File: config.mk
export PLATFORM = sky130hd
export DESIGN_NAME = lane_rr_sched
export DESIGN_NICKNAME = d
export VERILOG_FILES = /design/src/rtl/lane_rr_sched.sv
export SDC_FILE = /design/constraint.sdc
export NUM_CORES = 1
export LEC_CHECK = 0
export ABC_CLOCK_PERIOD_IN_PS = 6300
export CAP_MARGIN = 20
export CORE_MARGIN = 2
export CORE_UTILIZATION = 40
export CTS_CLUSTER_SIZE = 14
export DETAILED_ROUTE_END_ITERATION = 16
export SYNTH_ARGS = -nofsm -noshare
export SYNTH_HDL_FRONTEND = slang
export SYNTH_SLANG_ARGS = --single-unit
File: constraint.sdc
create_clock -name clk -period 6.3 [get_ports clk]
set_input_delay 1.575 -clock clk [delete_from_list [all_inputs] [get_ports clk]]
set_output_delay 1.575 -clock clk [all_outputs]
set_load 0.01 [all_outputs]
File: src/rtl/lane_rr_sched.sv
// Round-robin arbiter that grants one requester at a time access to a shared resource lane.
// Latency: a request seen in IDLE is granted the next cycle (START), then the FSM holds in WAIT until res_done or timeout.
// Backpressure: further grants stall while busy; at least one IDLE cycle separates consecutive grants.
module lane_rr_sched #(
  parameter int NUM_REQ = 4,
  parameter int TIMEOUT = 255,
  localparam int SW = (NUM_REQ > 1) ? $clog2(NUM_REQ) : 1
) (
  input  logic               clk,
  input  logic               rst,
  input  logic [NUM_REQ-1:0] req,
  output logic [NUM_REQ-1:0] gnt,
  output logic [SW-1:0]      res_sel,
  output logic               res_start,
  input  logic               res_done,
  output logic               busy,
  output logic               timeout_err
);

  typedef enum logic [1:0] {
    S_IDLE  = 2'd0,
    S_START = 2'd1,
    S_WAIT  = 2'd2
  } state_t;

  state_t               r_state;
  logic [NUM_REQ-1:0]   r_gnt;
  logic [SW-1:0]        r_sel;
  logic                 r_start;
  logic                 r_terr;
  logic [15:0]          r_cnt;
  logic [SW-1:0]        r_ptr;

  logic [SW:0]          w_base;
  logic [2*NUM_REQ-1:0] w_dbl;
  logic [NUM_REQ-1:0]   w_rot;
  logic [SW:0]          w_off;
  logic [SW:0]          w_sum;
  logic [SW-1:0]        w_win;
  logic                 w_any;
  logic                 w_tmo;

  // Round-robin pick: rotate req so index ptr+1 lands at bit 0, take the lowest set bit, map back.
  always_comb begin
    w_base = {1'b0, r_ptr} + (SW+1)'(1);
    w_dbl  = {req, req} >> w_base;
    w_rot  = w_dbl[NUM_REQ-1:0];
    w_off  = '0;
    for (int k = NUM_REQ - 1; k >= 0; k--) begin
      if (w_rot[k]) begin
        w_off = (SW+1)'(k);
      end
    end
    w_sum = w_base + w_off;
    if (w_sum >= (SW+1)'(NUM_REQ)) begin
      w_sum = w_sum - (SW+1)'(NUM_REQ);
    end
    w_win = w_sum[SW-1:0];
    w_any = |req;
    w_tmo = (r_cnt == 16'(TIMEOUT - 1));
  end

  // Arbitration FSM; every output is a register or a decode of r_state.
  always_ff @(posedge clk or posedge rst) begin
    if (rst) begin
      r_state <= S_IDLE;
      r_gnt   <= '0;
      r_sel   <= '0;
      r_start <= 1'b0;
      r_terr  <= 1'b0;
      r_cnt   <= '0;
      r_ptr   <= SW'(NUM_REQ - 1);
    end else begin
      r_start <= 1'b0;
      r_terr  <= 1'b0;
      case (r_state)
        S_IDLE: begin
          if (w_any) begin
            r_gnt   <= {{(NUM_REQ-1){1'b0}}, 1'b1} << w_win;
            r_sel   <= w_win;
            r_start <= 1'b1;
            r_state <= S_START;
          end
        end
        S_START: begin
          r_cnt   <= '0;
          r_state <= S_WAIT;
        end
        S_WAIT: begin
          // res_done has priority over a timeout landing in the same cycle
          if (res_done) begin
            r_gnt   <= '0;
            r_ptr   <= r_sel;
            r_state <= S_IDLE;
          end else if (w_tmo) begin
            r_gnt   <= '0;
            r_ptr   <= r_sel;
            r_terr  <= 1'b1;
            r_state <= S_IDLE;
          end else begin
            r_cnt <= r_cnt + 16'd1;
          end
        end
        default: begin
          r_gnt   <= '0;
          r_state <= S_IDLE;
        end
      endcase
    end
  end

  assign gnt         = r_gnt;
  assign res_sel     = r_sel;
  assign res_start   = r_start;
  assign timeout_err = r_terr;
  assign busy        = (r_state != S_IDLE);

endmodule
==> results.txt, run 1 <==
Largest reg by FF count - r_cnt
Filler cells - 359
Metal3 WL - 113 um
Top class by area - combinational gates
Aoi share - 18.9%
DRC - 0
Setup CP Type - input port to flip-flop
Total internal power - 0.000433 W
Flop+latch power - 0.000260 W
FF-to-FF End - gnt[2]
Die X - 67.4 um
Total Routing Usage GR - 17.1%
Root buffer cell - clkbuf_8
Post-synth mux share - 3.90%
NumNets Final - 198
Registers, synthesis - 28
Met1 wire length - 1.55 mm
Hold slack - 0.532 ns
Core Footprint - 3940 sq um
Initial Utilization - 40.7%
Final worst slack - 2.80 ns
CTS tree - built
Max Fclk - 286 MHz
Final setup violation count - 0
Synthesized instance count - 171
Site Rows - 23
Placed cells - 231
Comb. pwr - 0.000273 W
Yosys chip area - 1610 sq um
Area leader share - 40.5%
Crit path cell chain - clkdlybuf4s50_1, or3b_1, or4_4, or3_1, a21oi_1
DR WL/cell - 14.5 um
Most frequently placed logic cell in the final layout - dfrtp_1
Final Cycle Share - 55.6%
Unrepaired setup endpoints after global routing - false
PwrDens - 355 nW/um^2
Switching part of the total power - 35.9%
Met2 WL - 1.72 mm
Clk. pwr - 0.000142 W
Yosys warns - 0
Synth unique cells - 46
Total chip power - 0.000675 W
Hold Crit Start - gnt[3]
First-pass GRT wire length - 5.90 mm
TAP cells - 50
Initial DRC count - 85
Cell with the most instances after synthesis - dfrtp_1
Cell type with the largest total area - dfrtp_1
Asr flop ratio synth - 100%
Hold/Removal Path Class - flip-flop to flip-flop
Flop count - 28
Router iterations before antenna repair - 4
CTS buffer count - 3
Top non-seq family - simple AND/OR/NAND/NOR gates
Most used routing layer - met2
Comb area - 833 sq um
Top fanout value on the critical path - 12
Net Count, Synth - 182
Max-cap violations - 0
Worst slack at placement - 2.50 ns
PostCTS Resize Cnt - 0
Switching power - 0.000242 W
Hold-fix buffers, CTS - 0
Hold Crit Depth - 2
Die height - 67.4 um
Max power group - combinational cells
Num Clock Sinks - 28
Util after Layout - 48.2%
Vias - 1377
CP Buf/Inv Count - 1
Seq/total area - 37.0%
Sequential power share - 38.6%
Fin Setup TNS - 0 ns
Met3 usage - 3.00%
Depth of the worst register-to-register path - 6
Routing usage on met2 - 29.7%
Outcome - finished, final reports clean
Worst R2R Start - r_cnt[0]
Max Used Layer - met4
Fin. Hold Viols - 0
CTS clock-pin slew for the worst setup and hold paths - 0.10 ns
Largest stage delay on the critical path - 0.62 ns
XOR Share, Synth - 0.546%
# diodes - 0
Power share of the clock group - 21.0%
Clk tree area frac - 3.75%
Post-Route WL - 3.42 mm
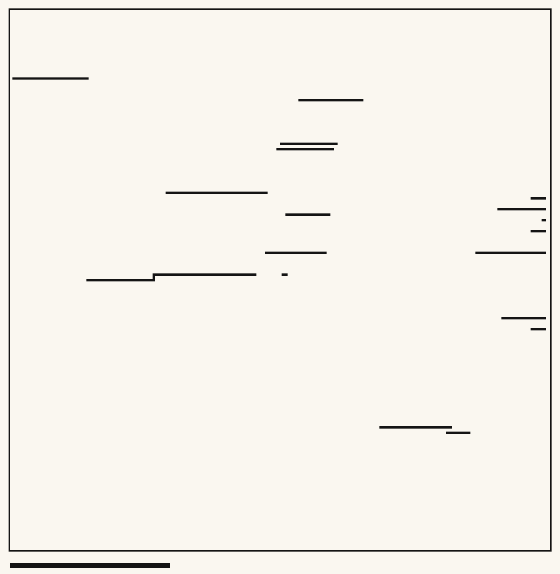
Run 1: met3 routing
Bar = 20 um.
The longest straight run is 12.6 um. The layer carries 114 um of wire. The layer holds 3.3% of the routed length. The wires run mostly horizontal. 15 nets have wire on it.

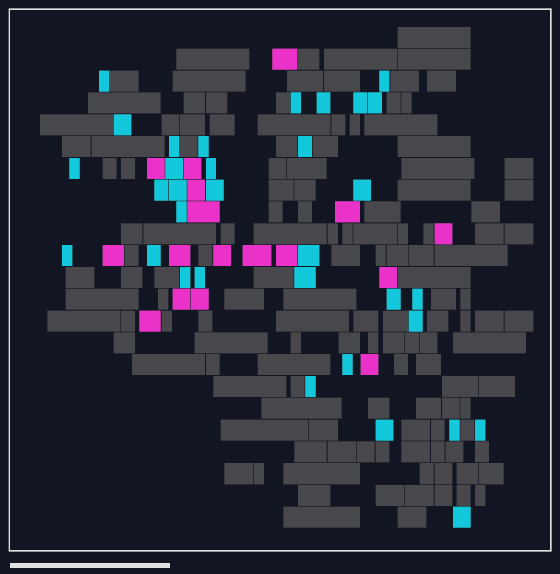
Run 1: logic cells by family
Bar = 20 um.
Cyan shows nand cells, cells 33. Magenta shows and/or cells, cells 17.

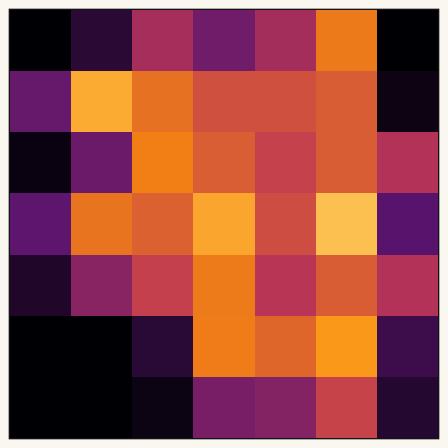
Run 1: placement density heat map
7 x 7 tiles, from black (low) to pale yellow (high), 0 to 100% covered.
The fullest tile reaches 86%. The mean over all tiles is 41%. The emptiest ninth of the die: south-west. 8.2% of the tiles are over 75% full. The densest ninth of the die: center.

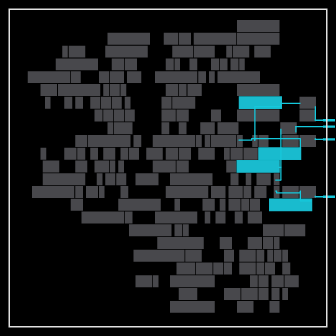
Run 1: I/O nets highlighted
Cyan shows gnt, direction output, edge east, end cells 4, buffers 4, wire 71.2 um.
Ports: 16
I/O Buffers: 15

==> run 1 -> run 2 <==
--- a/config.mk
+++ b/config.mk
@@ -5,7 +5,7 @@
 export SDC_FILE = /design/constraint.sdc
 export NUM_CORES = 1
 export LEC_CHECK = 0
-export ABC_CLOCK_PERIOD_IN_PS = 6300
+export ABC_CLOCK_PERIOD_IN_PS = 3350
 export CAP_MARGIN = 20
 export CORE_MARGIN = 2
 export CORE_UTILIZATION = 40
==> constraint.sdc (replaced) <==
create_clock -name clk -period 3.35 [get_ports clk]
set_input_delay 0.8375 -clock clk [delete_from_list [all_inputs] [get_ports clk]]
set_output_delay 0.8375 -clock clk [all_outputs]
set_load 0.01 [all_outputs]
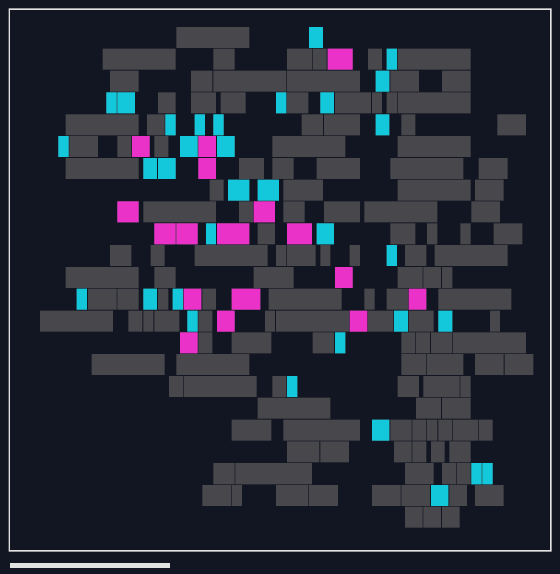
Run 2: logic cells by family
Bar = 20 um.
Cyan shows nand cells, cells 33. Magenta shows and/or cells, cells 17.

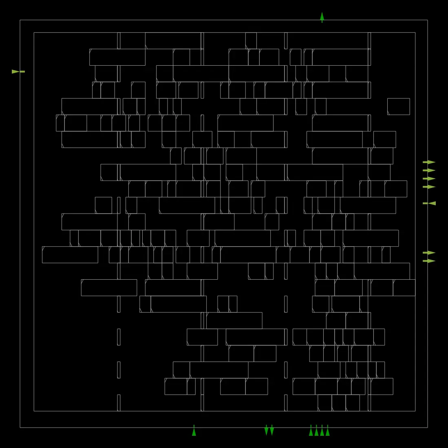
Run 2: cell outlines without signal wires
TAP cells: 50
Filler cells: 367
Non-Filler Instances: 238
Util after Layout: 47.7%
Seq/total area: 37.4%

==> results.txt, run 2 <==
Num Clock Sinks - 28 (unchanged)
Die area - 4540 sq um (unchanged)
NumNets Final - 200 (was 198)
Post-synth mux share - 3.90% (unchanged)
Met2 WL - 1.73 mm (was 1.72 mm)
Logic share of the area - 44.3% (was 43.8%)
Flop+latch power - 0.000489 W (was 0.000260 W)
Max-cap violations - 0 (unchanged)
Hold slack - 0.519 ns (was 0.532 ns)
Leakage - 0.748 nW (was 0.754 nW)
Fin Clk Skew - 0.00159 ns (was 0.00291 ns)
Post-DP Area - 1820 sq um (was 1800 sq um)
Aoi share - 18.9% (unchanged)
Metal3 WL - 148 um (was 113 um)
Sequential power share - 40.0% (was 38.6%)
PwrDens - 650 nW/um^2 (was 355 nW/um^2)
Ports - 16 (unchanged)
Cell area after synthesis - 1610 sq um (unchanged)
Area leader share - 40.5% (unchanged)
Power share of the clock group - 17.1% (was 21.0%)
Die X - 67.4 um (unchanged)
Final worst slack - 0.554 ns (was 2.80 ns)
Top fanout value on the critical path - 7 (was 12)
Worst slack at placement - 0.277 ns (was 2.50 ns)
Met1 usage - 24.2% (was 21.8%)
PostCTS Resize Cnt - 0 (unchanged)
Comb. pwr - 0.000524 W (was 0.000273 W)
Vias - 1377 (unchanged)
Synth unique cells - 46 (unchanged)
I/O Buffers - 15 (unchanged)
CTS clock-pin slew for the worst setup and hold paths - 0.09 ns (was 0.10 ns)
Post-CTS setup repair buffer count - 0 (unchanged)
Commonest flop - dfrtp_1 (unchanged)
Met3 usage - 2.17% (was 3.00%)
Root buffer cell - clkbuf_8 (unchanged)
# diodes - 0 (unchanged)
Cell with the most instances after synthesis - dfrtp_1 (unchanged)
Crit path cell chain - clkdlybuf4s50_1, nor2b_1, a21oi_1, o211ai_1, o21ai_0, ha_1, or3_1, o32ai_1 (was clkdlybuf4s50_1, or3b_1, or4_4, or3_1, a21oi_1)
Fin Setup TNS - 0 ns (unchanged)
Die height - 67.4 um (unchanged)
Clock buffer cells - 4 (was 3)
Hold Crit Depth - 2 (unchanged)
Hold/Removal Path Class - flip-flop to flip-flop (unchanged)
Max Fclk - 358 MHz
Outcome - finished, final reports clean (unchanged)
Max Used Layer - met4 (unchanged)
Setup CP Type - input port to flip-flop (unchanged)
Syn avg cell area - 9.39 sq um (unchanged)
Site Rows - 23 (unchanged)
Met1 wire length - 1.65 mm (was 1.55 mm)
Clk. pwr - 0.000209 W (was 0.000142 W)
Fraction of layout cells with a size suffix above 1 - 9.04% (was 8.06%)
Area delta synth->final - 17.1% (was 18.4%)
DR WL/cell - 15.0 um (was 14.5 um)
Max-slew violation count - 0 (unchanged)
Initial DRC count - 106 (was 85)
Placed cells - 234 (was 231)
XOR Share, Synth - 0.546% (unchanged)
Signal buffers - 19 (was 17)
Most frequently placed logic cell in the final layout - dfrtp_1 (unchanged)
CTS max path bufs - 2 (unchanged)
Worst Max-Slew Pin Slew - 0.488 ns (was 0.917 ns)
Largest stage delay on the critical path - 0.56 ns (was 0.62 ns)
Unrepaired setup endpoints after global routing - false (unchanged)
Flop area - 703 sq um (unchanged)
Yosys warns - 0 (unchanged)
Switching part of the total power - 37.7% (was 35.9%)
FF-to-FF End - gnt[3] (was gnt[2])
Worst R2R Start - r_cnt[0] (unchanged)
Asr flop ratio synth - 100% (unchanged)
Flop count - 28 (unchanged)
Hold-fix buffers, CTS - 0 (unchanged)
Max IR drop VDD - 0.179 mV (was 0.0957 mV)
Comb area - 833 sq um (unchanged)
CTS tree - built (unchanged)
Top non-seq family - simple AND/OR/NAND/NOR gates (unchanged)
DRC - 0 (unchanged)
CTS buffer count - 3 (unchanged)
Max power group - combinational cells (unchanged)
Largest reg by FF count - r_cnt (unchanged)
Total Routing Usage GR - 17.6% (was 17.1%)
Clk tree area frac - 2.93% (was 3.75%)
EDFF count, synth - 0 (unchanged)
Placer Congestion - 0.778 (was 0.759)
Final setup violation count - 0 (unchanged)
Cell type with the largest total area - dfrtp_1 (unchanged)
Depth of the worst register-to-register path - 6 (unchanged)
Via-to-Cell Ratio - 5.79 (was 5.83)
Routing usage on met2 - 28.7% (was 29.7%)
Top class by area - combinational gates (unchanged)
Fin. Hold Viols - 0 (unchanged)
Most used routing layer - met2 (unchanged)
Total internal power - 0.000761 W (was 0.000433 W)
CP Buf/Inv Count - 1 (unchanged)
Post-Route WL - 3.57 mm (was 3.42 mm)
Registers, synthesis - 28 (unchanged)
Router iterations before antenna repair - 4 (unchanged)
Net Count, Synth - 182 (unchanged)
Total chip power - 0.00122 W (was 0.000675 W)
Switching power - 0.000461 W (was 0.000242 W)
Synth Seq Share - 43.8% (unchanged)
Hold Crit Start - res_sel[1] (was gnt[3])
First-pass GRT wire length - 6.10 mm (was 5.90 mm)
Yosys chip area - 1610 sq um (unchanged)
Synthesized instance count - 171 (unchanged)
Final Cycle Share - 83.4%
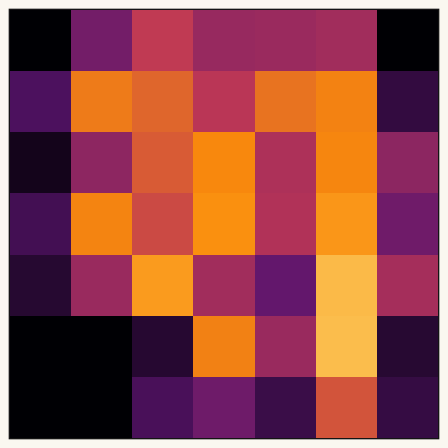
Run 2: placement density heat map
7 x 7 tiles, from black (low) to pale yellow (high), 0 to 100% covered.
The emptiest ninth of the die: south-west. 12% of the tiles are nearly empty. 10% of the tiles are over 75% full. The mean over all tiles is 40%.
Initial Utilization: 40.7%
Core Footprint: 3940 sq um

==> run 2 -> run 3 <==
--- a/config.mk
+++ b/config.mk
@@ -5,7 +5,7 @@
 export SDC_FILE = /design/constraint.sdc
 export NUM_CORES = 1
 export LEC_CHECK = 0
-export ABC_CLOCK_PERIOD_IN_PS = 3350
+export ABC_CLOCK_PERIOD_IN_PS = 2600
 export CAP_MARGIN = 20
 export CORE_MARGIN = 2
 export CORE_UTILIZATION = 40
==> constraint.sdc (replaced) <==
create_clock -name clk -period 2.6 [get_ports clk]
set_input_delay 0.65 -clock clk [delete_from_list [all_inputs] [get_ports clk]]
set_output_delay 0.65 -clock clk [all_outputs]
set_load 0.01 [all_outputs]
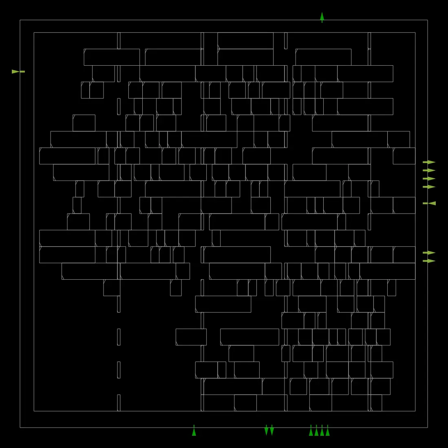
Run 3: cell outlines without signal wires
Util after Layout: 50.2%
Non-Filler Instances: 249
Filler cells: 362
flop count: 28

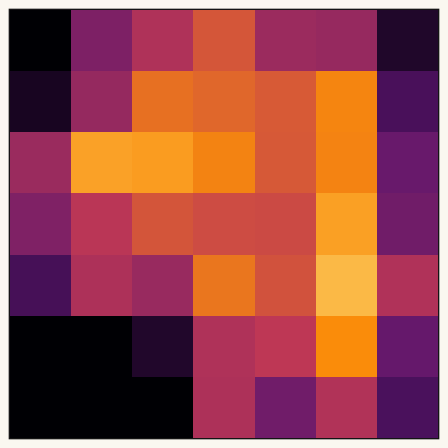
Run 3: placement density heat map
7 x 7 tiles, from black (low) to pale yellow (high), 0 to 100% covered.
The fullest tile reaches 85%. 10% of the tiles are over 75% full. 12% of the tiles are nearly empty. The emptiest ninth of the die: south-west. The mean over all tiles is 42%.

==> results.txt, run 3 <==
Crit end category - flip-flop (unchanged)
FF-to-FF End - gnt[2] (was gnt[3])
Syn avg cell area - 9.39 sq um (unchanged)
Most frequently placed logic cell in the final layout - dfrtp_1 (unchanged)
I/O Buffers - 15 (unchanged)
Worst R2R Start - r_cnt[0] (unchanged)
Most numerous logic cells after layout - dfrtp_1, nand2_1, clkdlybuf4s50_1, buf_4, inv_1 (was dfrtp_1, nand2_1, clkdlybuf4s50_1)
Max-slew violation count - 0 (unchanged)
Post-synth mux share - 3.90% (unchanged)
Cell with the most instances after synthesis - dfrtp_1 (unchanged)
Seq/total area - 35.5% (was 37.4%)
Root buffer cell - clkbuf_8 (unchanged)
Post-Route WL - 3.61 mm (was 3.57 mm)
Final setup violation count - 0 (unchanged)
Final Cycle Share - 93.7%
WP depth - 10 (was 8)
Crit path from - req[1] (unchanged)
Hpwl dp - 2.76 mm (was 2.69 mm)
Fraction of layout cells with a size suffix above 1 - 14.6% (was 9.04%)
Top non-seq family - simple AND/OR/NAND/NOR gates (unchanged)
Switching part of the total power - 35.6% (was 37.7%)
Cell area after synthesis - 1610 sq um (unchanged)
Num Clock Sinks - 28 (unchanged)
Flop+latch power - 0.000629 W (was 0.000489 W)
Worst path most repeated cell - o211ai_1
Top fanout value on the critical path - 4 (was 7)
# diodes - 0 (unchanged)
Synth Seq Share - 43.8% (unchanged)
Delay-heaviest family, CP - buffers and inverters (was AND-OR/OR-AND gates)
Largest reg by FF count - r_cnt (unchanged)
Gate power share - 43.1% (was 42.9%)
Post-DP Area - 1910 sq um (was 1820 sq um)
Core Footprint - 3940 sq um (unchanged)
CP Buf/Inv Count - 2 (was 1)
CP arrival - 2.64 ns (was 2.97 ns)
Cell type with the largest total area - dfrtp_1 (unchanged)
Metal3 WL - 109 um (was 148 um)
Grt ovf - 0 (unchanged)
Comb. pwr - 0.000741 W (was 0.000524 W)
Met2 WL - 1.72 mm (was 1.73 mm)
Met1 usage - 22.2% (was 24.2%)
XOR Share, Synth - 0.546% (unchanged)
Registers, synthesis - 28 (unchanged)
TAP cells - 50 (unchanged)
Aoi share - 18.9% (unchanged)
EDFF count, synth - 0 (unchanged)
Flop area - 703 sq um (unchanged)
Hold Crit Start - res_sel[1] (unchanged)
Post-CTS setup repair buffer count - 0 (unchanged)
Post-DRT Antenna Nets - 0 (unchanged)
Clk tree area frac - 3.60% (was 2.93%)
Max power group - combinational cells (unchanged)
Ports - 16 (unchanged)
Max IR drop VDD - 0.299 mV (was 0.179 mV)
Max-cap violations - 0 (unchanged)
Setup CP Type - input port to flip-flop (unchanged)
CTS tree - built (unchanged)
Die area - 4540 sq um (unchanged)
DRC - 0 (unchanged)
Most used routing layer - met2 (unchanged)
Site Rows - 23 (unchanged)
CTS buffer count - 3 (unchanged)
Relative slew slack - 62.4% (was 67.3%)
DR WL/cell - 14.5 um (was 15.0 um)
Clk. pwr - 0.000348 W (was 0.000209 W)
Hold/Removal Path Class - flip-flop to flip-flop (unchanged)
Total internal power - 0.00111 W (was 0.000761 W)
Via-to-Cell Ratio - 5.70 (was 5.79)
Die height - 67.4 um (unchanged)
Commonest flop - dfrtp_1 (unchanged)
PostCTS Resize Cnt - 0 (unchanged)
CTS max path bufs - 2 (unchanged)
Crit path cell chain - clkdlybuf4s50_1, nor2b_2, a21oi_1, o211ai_1, o21ai_1, ha_1, buf_4, nor4b_1, o21ai_0, o211ai_1 (was clkdlybuf4s50_1, nor2b_1, a21oi_1, o211ai_1, o21ai_0, ha_1, or3_1, o32ai_1)
Comb area - 836 sq um (was 833 sq um)
First-pass GRT wire length - 6.00 mm (was 6.10 mm)
Area leader share - 40.5% (unchanged)
Unrepaired setup endpoints after global routing - false (unchanged)
Vias - 1420 (was 1377)
Outcome - finished, final reports clean (unchanged)
Signal buffers - 30 (was 19)
Yosys chip area - 1610 sq um (unchanged)
CTS clock-pin slew for the worst setup and hold paths - 0.09 ns (about the same)
Yosys warns - 0 (unchanged)
Fin crit period - 2.44 ns
Placed cells - 245 (was 234)
Worst Max-Slew Pin Slew - 0.563 ns (was 0.488 ns)
Depth of the worst register-to-register path - 6 (unchanged)
Fin Setup TNS - 0 ns (unchanged)
Asr flop ratio synth - 100% (unchanged)
Net Count, Synth - 182 (unchanged)
Max Fclk - 411 MHz
Worst slack at placement - -0.188 ns (was 0.277 ns)
Synthesized instance count - 171 (unchanged)
Total Routing Usage GR - 17.7% (was 17.6%)
Fin. Hold Viols - 0 (unchanged)
Max Used Layer - met4 (unchanged)
R2R setup slack - 0.21 ns (was 0.96 ns)
Total chip power - 0.00172 W (was 0.00122 W)
Largest net degree at the start of global routing - 17 (was 29)
Critical path required time - 2.81 ns (was 3.52 ns)
Initial DRC count - 85 (was 106)
Met3 usage - 2.50% (was 2.17%)
Power share of the clock group - 20.2% (was 17.1%)
Leakage - 0.809 nW (was 0.748 nW)
Placer Congestion - 0.855 (was 0.778)
Hold-fix buffers, CTS - 0 (unchanged)
Hold slack - 0.524 ns (was 0.519 ns)
NumNets Final - 211 (was 200)
Router iterations before antenna repair - 4 (unchanged)
Largest stage delay on the critical path - 0.51 ns (was 0.56 ns)
Late-Pin Clk Latency - 0.28 ns (was 0.27 ns)
Area delta synth->final - 23.4% (was 17.1%)
Logic share of the area - 42.2% (was 44.3%)
Fin Clk Skew - 0.00386 ns (was 0.00159 ns)
Routing usage on met2 - 30.6% (was 28.7%)
Buffer share of cell area - 13.3% (was 9.59%)
Switching power - 0.000612 W (was 0.000461 W)
Synth unique cells - 46 (unchanged)
Initial Utilization - 40.7% (unchanged)
PwrDens - 867 nW/um^2 (was 650 nW/um^2)
Clock buffer cells - 3 (was 4)
Hold Crit Depth - 2 (unchanged)
Final worst slack - 0.165 ns (was 0.554 ns)
Sequential power share - 36.6% (was 40.0%)
Top class by area - combinational gates (unchanged)
Met1 wire length - 1.72 mm (was 1.65 mm)
Die X - 67.4 um (unchanged)
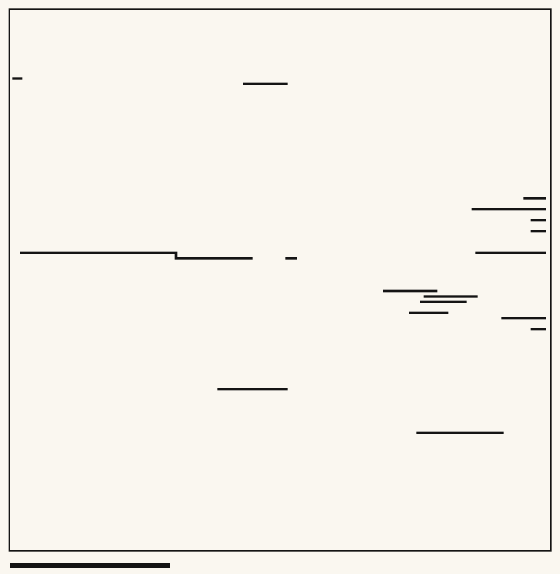
Run 3: met3 routing
Bar = 20 um.
The wires run mostly horizontal. The longest straight run is 19.3 um. 14 nets have wire on it. The layer carries 109 um of wire. The layer holds 3.0% of the routed length.

Power and IR drop assume default switching activity.
